## config.mk

```make
export PLATFORM = sky130hd
export DESIGN_NAME = mux_share_arbiter
export DESIGN_NICKNAME = d
export VERILOG_FILES = /design/src/rtl/mux_share_arbiter.sv
export SDC_FILE = /design/constraint.sdc
export NUM_CORES = 1
export LEC_CHECK = 0
export CORE_ASPECT_RATIO = 1.4
export CORE_MARGIN = 3
export CORE_UTILIZATION = 35
export CTS_CLUSTER_DIAMETER = 60
export CTS_CLUSTER_SIZE = 25
export DETAILED_ROUTE_END_ITERATION = 16
export PLACE_DENSITY = 0.77
export SLEW_MARGIN = 0
export SYNTH_ARGS = -nofsm -noshare
export SYNTH_HDL_FRONTEND = slang
export SYNTH_SLANG_ARGS = --single-unit
```

## constraint.sdc

```tcl
create_clock -name Clk -period 1.7 [get_ports Clk]
set_input_delay 0.17 -clock Clk [delete_from_list [all_inputs] [get_ports Clk]]
set_output_delay 0.17 -clock Clk [all_outputs]
set_load 0.005 [all_outputs]
```

## src/rtl/mux_share_arbiter.sv

```systemverilog
// Two-source round-robin arbiter with bounded bursts, driving the shared word selector
// and a one-entry valid/ready output register.
module mux_share_arbiter #(
    parameter int unsigned WIDTH     = 32,
    parameter int unsigned MAX_BURST = 4
) (
    input  logic               Clk,
    input  logic               Rst_n,
    input  logic [2*WIDTH-1:0] In,
    input  logic [1:0]         Req_Valid,
    output logic [1:0]         Req_Ready,
    output logic               Sel,
    output logic [WIDTH-1:0]   Out,
    output logic               Out_Valid,
    input  logic               Out_Ready,
    output logic [1:0]         Owner
);

    // Encoding doubles as the Owner output value.
    typedef enum logic [1:0] {
        StIdle = 2'b00,
        StOwn0 = 2'b01,
        StOwn1 = 2'b10
    } state_e;

    localparam logic [3:0] MaxBurst = 4'(MAX_BURST);

    state_e             state_q, state_d;
    logic               last_q, last_d;
    logic [3:0]         cnt_q, cnt_d;
    logic [WIDTH-1:0]   out_q, out_d;
    logic               out_valid_q, out_valid_d;

    logic               le;
    logic               owner_valid;
    logic               owner_idx;
    logic               grant;
    logic               grant_valid;

    assign le          = ~out_valid_q | Out_Ready;
    assign owner_valid = (state_q != StIdle);
    assign owner_idx   = (state_q == StOwn1);

    // Grant decision; only depends on registered state, Req_Valid and Out_Ready.
    always_comb begin
        grant       = last_q;
        grant_valid = le & (|Req_Valid);
        if (!owner_valid) begin
            if (&Req_Valid) begin
                grant = ~last_q;
            end else begin
                grant = Req_Valid[1];
            end
        end else if (Req_Valid[owner_idx] &&
                     (!Req_Valid[~owner_idx] || (cnt_q < MaxBurst))) begin
            grant = owner_idx;
        end else begin
            grant = ~owner_idx;
        end
    end

    always_comb begin
        Req_Ready = 2'b00;
        if (Rst_n && grant_valid) begin
            Req_Ready = grant ? 2'b10 : 2'b01;
        end
    end

    assign Sel = grant_valid ? grant : last_q;

    always_comb begin
        state_d     = state_q;
        last_d      = last_q;
        cnt_d       = cnt_q;
        out_d       = out_q;
        out_valid_d = out_valid_q;
        if (le) begin
            if (grant_valid) begin
                out_d       = grant ? In[2*WIDTH-1:WIDTH] : In[WIDTH-1:0];
                out_valid_d = 1'b1;
                state_d     = grant ? StOwn1 : StOwn0;
                last_d      = grant;
                // Count restarts whenever ownership moves, so MAX_BURST=1 alternates.
                if (owner_valid && (owner_idx == grant)) begin
                    cnt_d = (cnt_q >= MaxBurst) ? MaxBurst : cnt_q + 4'd1;
                end else begin
                    cnt_d = 4'd1;
                end
            end else begin
                out_valid_d = 1'b0;
                state_d     = StIdle;
                cnt_d       = 4'd0;
            end
        end
    end

    always_ff @(posedge Clk) begin
        if (!Rst_n) begin
            state_q     <= StIdle;
            last_q      <= 1'b1;
            cnt_q       <= 4'd0;
            out_q       <= '0;
            out_valid_q <= 1'b0;
        end else begin
            state_q     <= state_d;
            last_q      <= last_d;
            cnt_q       <= cnt_d;
            out_q       <= out_d;
            out_valid_q <= out_valid_d;
        end
    end

    assign Out       = out_q;
    assign Out_Valid = out_valid_q;
    assign Owner     = state_q;

endmodule

```

Run 1, cells by drive strength:
Scale bar: 20 um.
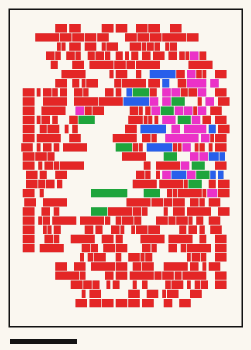
colour	size	cells
blue	drive 2	12
red	drive 1 or less	299
green	drive 6 and up	13
magenta	drive 3 to 4	28
Post-Layout Inst Area: 3300 um^2
Non-clock buffers: 135

Run 1, the metal 3 layer:
Scale bar: 20 um.
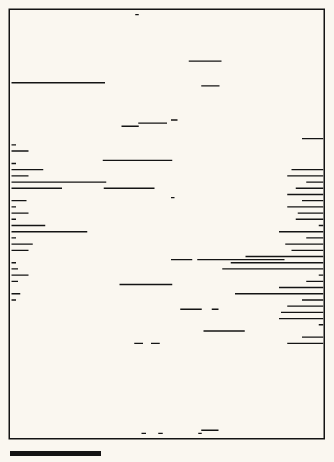
share of all routed wire	6.7%
wire length on this layer	440 um
main direction	horizontal
longest straight run	21.9 um
routing usage on met3: 0.0551
via count: 2,265
Routed WL: 6540 um

==> impl_metrics.ini, run 1 <==
; synthesis and place-and-route metrics
[yosys]
synth-seq-cells = 40
ys_top_cells_by_count = nor2_1 (42), dfxtp_1 (40), o21ai_0 (34)
yosys_warnings = 0
synth_cells = 232
ys_seq_share = 0.415
async_flop_share = 0
syn_nets = 302
ys_cells = 232

[grt]
grt_start_max_net_pins = 35
grt_usage = 0.206
first_global_vias = 2248
grt_pass1_wl_um = 10400
antenna_found_initial = 0

[final_timing]
fin_crit_sh = 1.07
report.final.slew_viol_count = 0
fin_worst_skew_ps = 4.17
worst_slack_ps = -113
fmax_mhz = 552
setup_violations = 17
finalHoldViolations = 0
slew_headroom = 0.768

[power]
switchingPower_mw = 0.765
power.density_nw_per_um2 = 827

[routing]
postRouteAntennaNets = 0
drc = 0
wl_per_cell_um = 15.6
drt_iter0_markers = 154

[cells_and_area]
fill_cells = 453
diodes = 0

[status]
status = complete, but fails checks
violations = negative setup slack

[worst_setup_path]
crit_path_start_kind = register
crit_chain = or3b_4, a21boi_4, or2_4, buf_6, o21ai_2, buf_2
reg2reg_slack_ps = -10
slowest_delay_ps = 410
critical_path_class = reg -> out

[clock_network]
h-tree-depth = 2
worstSkewPairLatency_ps = 290
cts_root_buffer = clkbuf_8
clock-sinks = 40

[floorplanning]
fp.coreArea_um2 = 5240
io_pins = 107

[placement]
io_buffers = 106
place_ws_ps = -314
dp_hpwl_um = 4420
gp_congestion = 0.775

[job]
tool_warnings = 28
Run 1, signal wires on met4:
Supply wires on this layer in grey. Cells faint in the background.
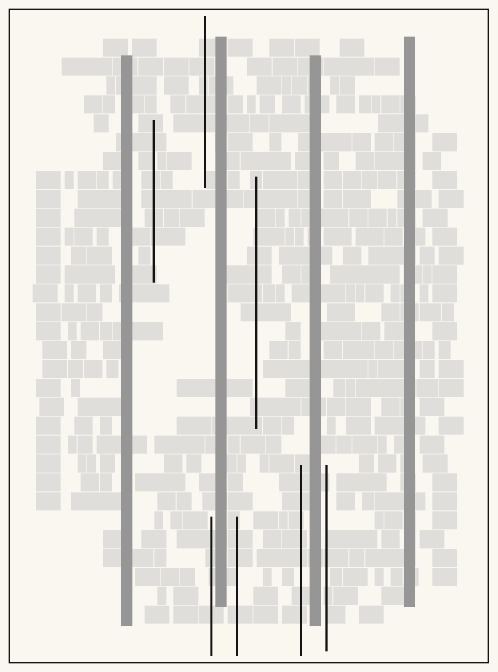
longest straight run	36.0 um
nets with wire on the layer	7

-- run 1: sequential cells by signal, indices dropped and copies added (netlist names) --
signal	flops
last_q	1
Owner	2
Out	32
Out_Valid	1
cnt_q	4
-- run 1: cell families (layout without fill, tap and decap cells) --
logic type / count (synthesis) / count (layout) / share of synthesized area
compound gates: 79 / 79 / 0.278
fa+ha+maj: 1 / 1 / 0.00649
buf+inv: 26 / 146 / 0.0805
flops: 40 / 40 / 0.415
simple gates: 86 / 86 / 0.219
-- run 1: per-layer routing --
metal  global-route usage  wire length (um)
met5                    0                 0
met4               0.0813               176
met3               0.0551               440
met2                0.339              3240
met1                0.249              2680
-- run 1: path summary, 6_finish.rpt --
path,start,to,depth (start not counted)
min,cnt_q[1]$_SDFFE_PN0P_,cnt_q[1]$_SDFFE_PN0P_,1
max reg2reg,cnt_q[3]$_SDFFE_PN0P_,Out[1]$_SDFFE_PN0P_,6
min reg2reg,cnt_q[1]$_SDFFE_PN0P_,cnt_q[1]$_SDFFE_PN0P_,1
max,cnt_q[3]$_SDFFE_PN0P_,Sel,6
-- run 1: worst reg2reg max path: stages (launching register included) --
cell and delay, ps:
dfxtp_2 340, or3b_4 410, a21boi_4 200, or2_4 150
buf_6 100, buf_6 260, a211oi_1 140
-- run 1: through the flow --
stage          TNS, ps  hold WS (ps)  power, mW  area [um^2]  utilization
3_5_place_dp     -7400           465       1.93         3120        0.596
2_1_floorplan        0           302       1.47         1930            -
4_1_cts          -1860           473       2.73         3280        0.626
3_3_place_gp     -5830           456       1.92         3120        0.596
5_1_grt          -2690           489       2.87         3300        0.630
6_report          -324           479       2.73         3300        0.630
-- run 1: cell usage in the layout (no fill, tap or decap), types with 2 or more instances in the layout --
cell,synthesis,routed
clkdlybuf4s50_1,0,103
nor2_1,42,40
dfxtp_1,40,36
o21ai_0,34,34
nor4_1,32,32
a211oi_1,32,32
buf_4,0,22
buf_6,7,7
nand2_1,5,5
clkbuf_8,0,5
dfxtp_2,0,4
inv_1,3,3
buf_2,4,3
nor2_2,0,2
nand2b_1,2,2
o21a_1,2,2
-- run 1: what timing repair did --
| action | 4_1_cts | 5_1_grt |
|---|---|---|
| pin swaps | 7 | 3 |
| setup buffers | 7 | 0 |
| endpoints found under the setup margin | 37 | 37 |
| resized | 19 | 8 |
-- run 1: final cells by class --
cell class	instances	area, um^2	area share
clock buffers	5	68.8	0.0209
clock inverters	3	42.5	0.0129
repair buffers	135	1290	0.391
inverters	3	11.3	0.00341
multi-input cells	166	997	0.302
well taps	66	82.6	0.0250
flip-flops and latches	40	806	0.244
-- run 1: power by group through the flow --
stage          combinational [mW]  clock (mW)  sequential (mW)
2_1_floorplan               0.354           0             1.12
3_3_place_gp                0.819           0             1.10
3_5_place_dp                0.823           0             1.10
4_1_cts                     0.849       0.800             1.08
5_1_grt                     0.940       0.829             1.10
6_report                    0.865       0.775             1.09
==> run 2, diff against run 1 <==
--- a/config.mk
+++ b/config.mk
@@ -12,7 +12,7 @@
 export CTS_CLUSTER_SIZE = 25
 export DETAILED_ROUTE_END_ITERATION = 16
 export PLACE_DENSITY = 0.77
-export SLEW_MARGIN = 0
+export SLEW_MARGIN = 20
 export SYNTH_ARGS = -nofsm -noshare
 export SYNTH_HDL_FRONTEND = slang
 export SYNTH_SLANG_ARGS = --single-unit
==> run 2 against run 1 <==
Largest cell class unchanged. Worst hold slack stayed put. Count of clock-buffer cells in the layout stayed put. Cell count stayed put. Largest power group unchanged. Fmax stayed put. Total power stayed put. Combinational power hardly changed. Worst setup slack stayed put. Non-clock buffer count stayed put. The run still ends with negative setup slack left. Highest routed layer unchanged. Final area stayed put. Sequential share of layout area stayed put. Clock skew stayed put. Sequential cell count stayed put.
==> impl_metrics.ini, run 2 <==
; synthesis and place-and-route metrics
[clock_network]
clock-sinks = 40
h-tree-depth = 2
worstSkewPairLatency_ps = 290

[final_timing]
worst_slack_ps = -113
fmax_mhz = 552
report.final.slew_viol_count = 0
setup_violations = 17
fin_crit_sh = 1.07

[grt]
grtUsageMet1 = 0.249
grt_start_max_net_pins = 35
use_met3 = 0.0551

[worst_setup_path]
crit_path_start_kind = register
slowest_delay_ps = 410
reg2reg_slack_ps = -10
r2r-end = Out[1]$_SDFFE_PN0P_
critical_path_class = reg -> out
crit_chain = or3b_4, a21boi_4, or2_4, buf_6, o21ai_2, buf_2
reg2reg_depth = 6

[yosys]
async_flop_share = 0
yosys_warnings = 0
ys_cells = 232
syn_nets = 302
synth_cells = 232

[min_path]
min_from = cnt_q[1]$_SDFFE_PN0P_
hold_end = cnt_q[1]$_SDFFE_PN0P_

[cells_and_area]
diodes = 0
largest_reg_flops = 32
layout_top_cell = clkdlybuf4s50_1
final_cell_mix = clkdlybuf4s50_1 (103), nor2_1 (40), dfxtp_1 (36)
stdcell_area_um2 = 3300

[routing]
routed_wl_um = 6540
num_vias = 2265
drt_iter0_markers = 154

[floorplanning]
fp.coreArea_um2 = 5240
io_pins = 107

[status]
status = complete, but fails checks
violations = negative setup slack

[power]
power.density_nw_per_um2 = 827

[placement]
dp_hpwl_um = 4420
gp_congestion = 0.775
place_ws_ps = -314

[job]
tool_warnings = 28
[run 2: layout make-up]
| cell class | count | area [um^2] | area share |
|---|---|---|---|
| repair buffers | 135 | 1290 | 0.391 |
| multi-input cells | 166 | 997 | 0.302 |
| flip-flops and latches | 40 | 806 | 0.244 |
| well taps | 66 | 82.6 | 0.0250 |
| clock buffers | 5 | 68.8 | 0.0209 |
| clock inverters | 3 | 42.5 | 0.0129 |
| inverters | 3 | 11.3 | 0.00341 |
[run 2: power by group through the flow]
| stage | Combinational (mW) | Clock [mW] | Sequential [mW] |
|---|---|---|---|
| finish | 0.865 | 0.775 | 1.09 |
| CTS | 0.849 | 0.800 | 1.08 |
| floorplan | 0.354 | 0 | 1.12 |
| global route | 0.940 | 0.829 | 1.10 |
| global placement | 0.819 | 0 | 1.10 |
| detailed placement | 0.823 | 0 | 1.10 |
[run 2: per-layer routing]
| layer | vias to the layer above | part of all wire |
|---|---|---|
| li1 | 1105 | - |
| met1 | 1065 | 0.41 |
| met2 | 78 | 0.50 |
| met3 | 17 | 0.067 |
| met4 | 0 | 0.027 |
| met5 | - | 0 |
[run 2: worst max path at each step]
stage / endpoint / slack (ps) / cells past startpoint / from
final: Sel / -110 / 6 / cnt_q[3]$_SDFFE_PN0P_
after global routing: Sel / -180 / 6 / cnt_q[3]$_SDFFE_PN0P_
after CTS: Sel / -80 / 6 / cnt_q[2]$_SDFFE_PN0P_
after detailed placement: Sel / -310 / 6 / Req_Valid[0]
after global placement: Sel / -280 / 6 / Req_Valid[0]
after floorplan: Sel / 40 / 6 / Owner[0]$_SDFFE_PN0P_
[run 2: worst register-to-register path, cell delays in order (launching register included)]
cell      delay (ps)
dfxtp_2          340
or3b_4           410
a21boi_4         200
or2_4            150
buf_6            100
buf_6            260
a211oi_1         140
[run 2: through the flow]
stage | cells | utilization | setup TNS, ps
after detailed placement | 405 | 0.596 | -7400
after global routing | 418 | 0.630 | -2690
after floorplan | 232 | - | 0
final | 418 | 0.630 | -324
after CTS | 419 | 0.626 | -1860
after global placement | 405 | 0.596 | -5830
[run 2: kinds of logic after synthesis]
| kind of cell | synth area share |
|---|---|
| compound gates | 0.278 |
| fa+ha+maj | 0.00649 |
| buf+inv | 0.0805 |
| flops | 0.415 |
| simple gates | 0.219 |
[run 2: what timing repair did]
item / 4_1_cts / 5_1_grt
resized: 19 / 8
endpoints found under the setup margin: 37 / 37
pin swaps: 7 / 3
buffers inserted: 7 / 0
endpoints found under the hold margin: 0 / 0
Run 2, signal wires on met4:
Supply wires on this layer in grey. Cells faint in the background.
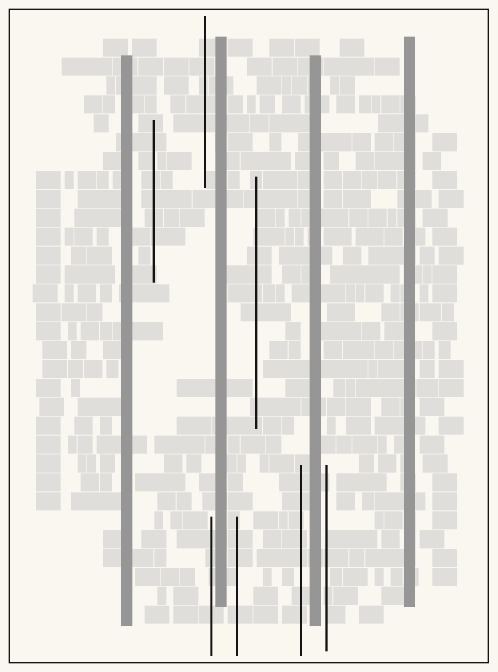
wire length on this layer	177 um
share of all routed wire	2.7%
nets with wire on the layer	7
main direction	vertical
longest straight run	36.0 um

Run 2, the metal 3 layer:
Scale bar: 20 um.
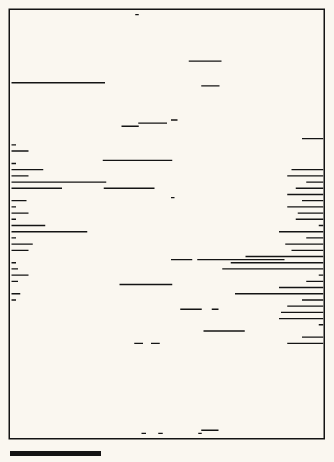
wire length on this layer	440 um
longest straight run	21.9 um
nets with wire on the layer	62

Run 2, signal wires by layer:
Scale bar: 20 um.
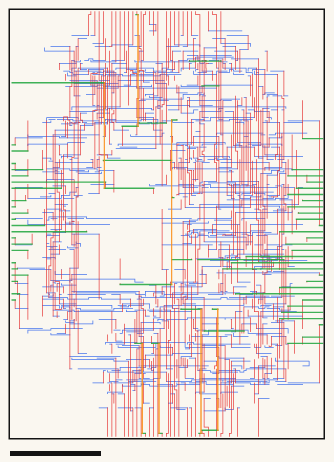
colour	layer	wire length
orange	met4	177 um
blue	met1	2,680 um
green	met3	440 um
red	met2	3,240 um
wire per inst: 15.6 um
Total Routing Usage GR: 0.206

==> run 3, diff against run 2 <==
--- a/config.mk
+++ b/config.mk
@@ -8,9 +8,9 @@
 export CORE_ASPECT_RATIO = 1.4
 export CORE_MARGIN = 3
 export CORE_UTILIZATION = 35
-export CTS_CLUSTER_DIAMETER = 60
 export CTS_CLUSTER_SIZE = 25
 export DETAILED_ROUTE_END_ITERATION = 16
+export HOLD_SLACK_MARGIN = 0.12
 export PLACE_DENSITY = 0.77
 export SLEW_MARGIN = 20
 export SYNTH_ARGS = -nofsm -noshare
Run 3, cells by drive strength:
Scale bar: 20 um.
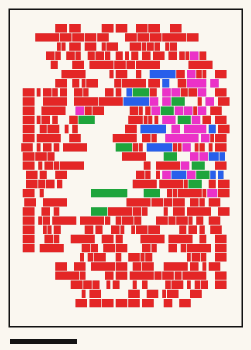
colour	size	cells
green	drive 6 and up	13
magenta	drive 3 to 4	28
red	drive 1 or less	299
blue	drive 2	12

Run 3, signal wires by layer:
Scale bar: 20 um.
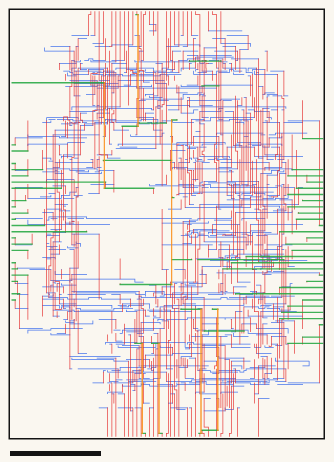
colour	layer	wire length
red	met2	3,240 um
orange	met4	177 um
green	met3	440 um
blue	met1	2,680 um

==> run 3 against run 2 <==
The run still ends with negative setup slack left. Fmax unchanged. Total power unchanged. Routed wire length unchanged. Clock skew stayed put. Critical path type unchanged. Largest power group unchanged.
==> impl_metrics.ini, run 3 <==
; synthesis and place-and-route metrics
[status]
status = complete, but fails checks
violations = negative setup slack

[clock_network]
worstSkewPairLatency_ps = 290
clock-sinks = 40
h-tree-depth = 2
cts_tree = yes
cts_made_buffers = 5

[routing]
wl_per_cell_um = 15.6
routed_wl_um = 6540
num_vias = 2265
drt_iter0_markers = 154

[placement]
dp.cells = 405
gp_congestion = 0.775
io_buffers = 106
dp_hpwl_um = 4420

[grt]
antenna_found_initial = 0
grt_usage = 0.206
use_met3 = 0.0551
grt_use_met2 = 0.339
grtUsageMet1 = 0.249
grt_start_max_net_pins = 35
first_global_vias = 2248

[final_timing]
fin_crit_sh = 1.07
setup_violations = 17
worst_slack_ps = -113
fmax_mhz = 552
report.final.slew_viol_count = 0
tightestPinTransition_ps = 348

[floorplanning]
die_y_um = 93.8
fp.coreArea_um2 = 5240
io_pins = 107
row_count = 31

[cells_and_area]
layout_top_cell = clkdlybuf4s50_1
final_cell_count_no_fill = 418
stdcell_area_um2 = 3300
fin_util = 0.630
layout.nets = 421
final_cell_mix = clkdlybuf4s50_1 (103), nor2_1 (40), dfxtp_1 (36)
layout-drive-gt1-share = 0.151
diodes = 0
largest_reg_flops = 32

[power]
power.density_nw_per_um2 = 827
pwr-share-seq = 0.398
clkPwrFrac = 0.284
ir_worst_vdd_mv = 0.434

[worst_setup_path]
path_max_fanout = 3
crit_path_start_kind = register
required_ps = 1530
critical_path_class = reg -> out

[yosys]
synth-seq-cells = 40
synth_cells = 232
yosys_warnings = 0
flop_cell = dfxtp_1
ys_cells = 232
async_flop_share = 0
synthDistinctLibCells = 27
edf_count = 0
ys_top_cells_by_count = nor2_1 (42), dfxtp_1 (40), o21ai_0 (34)
syn_nets = 302

[job]
tool_warnings = 28
Run 3, placed standard cells:
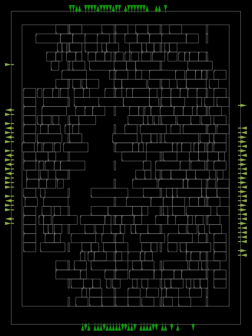
Tap Count: 66
seq_cells: 40

[run 3: repair_timing]
item,4_1_cts,5_1_grt
buffers inserted,7,0
hold buffers,0,0
setup endpoints to repair,37,37
gates resized,19,8
pin swaps,7,3
[run 3: layer usage]
metal / vias to the layer above / share of wire
li1: 1105 / -
met2: 78 / 0.50
met4: 0 / 0.027
met1: 1065 / 0.41
met5: - / 0
met3: 17 / 0.067
[run 3: worst max-delay path: stages, from the launching register on]
cell,delay (ps)
dfxtp_2,340
or3b_4,410
a21boi_4,200
or2_4,150
buf_6,90
o21ai_2,40
buf_2,120
[run 3: area by class of cell]
cell class / count / area [um^2]
Clock buffer: 5 / 68.8
Clock inverter: 3 / 42.5
Fill cell: 453 / 1940
Inverter: 3 / 11.3
Multi-Input combinational cell: 166 / 997
Sequential cell: 40 / 806
Tap cell: 66 / 82.6
Timing Repair Buffer: 135 / 1290
[run 3: cell families (layout without fill, tap and decap cells)]
kind of cell | Yosys count | in the layout | synth area share
buf+inv | 26 | 146 | 0.0805
fa+ha+maj | 1 | 1 | 0.00649
simple gates | 86 | 86 | 0.219
flops | 40 | 40 | 0.415
compound gates | 79 | 79 | 0.278
[run 3: final timing paths]
kind,start,endpoint,slack [ps],depth (start not counted)
setup / recovery,cnt_q[3]$_SDFFE_PN0P_,Sel,-110,6
hold / removal,cnt_q[1]$_SDFFE_PN0P_,cnt_q[1]$_SDFFE_PN0P_,480,1
setup reg to reg,cnt_q[3]$_SDFFE_PN0P_,Out[1]$_SDFFE_PN0P_,-10,6
hold reg to reg,cnt_q[1]$_SDFFE_PN0P_,cnt_q[1]$_SDFFE_PN0P_,480,1
[run 3: power by group through the flow]
stage | logic [mW] | clock network (mW) | registers (mW)
floorplan | 0.354 | 0 | 1.12
global placement | 0.819 | 0 | 1.10
detailed placement | 0.823 | 0 | 1.10
CTS | 0.849 | 0.800 | 1.08
global route | 0.940 | 0.829 | 1.10
finish | 0.865 | 0.775 | 1.09
[run 3: per-stage QoR]
stage	hold slack (ps)	power (mW)	worst slack (ps)	setup TNS, ps
2_1_floorplan	302	1.47	38.6	0
3_3_place_gp	456	1.92	-284	-5830
3_5_place_dp	465	1.93	-314	-7400
4_1_cts	473	2.73	-81.4	-1860
5_1_grt	489	2.87	-176	-2690
6_report	479	2.73	-113	-324
Power and IR drop assume default switching activity.
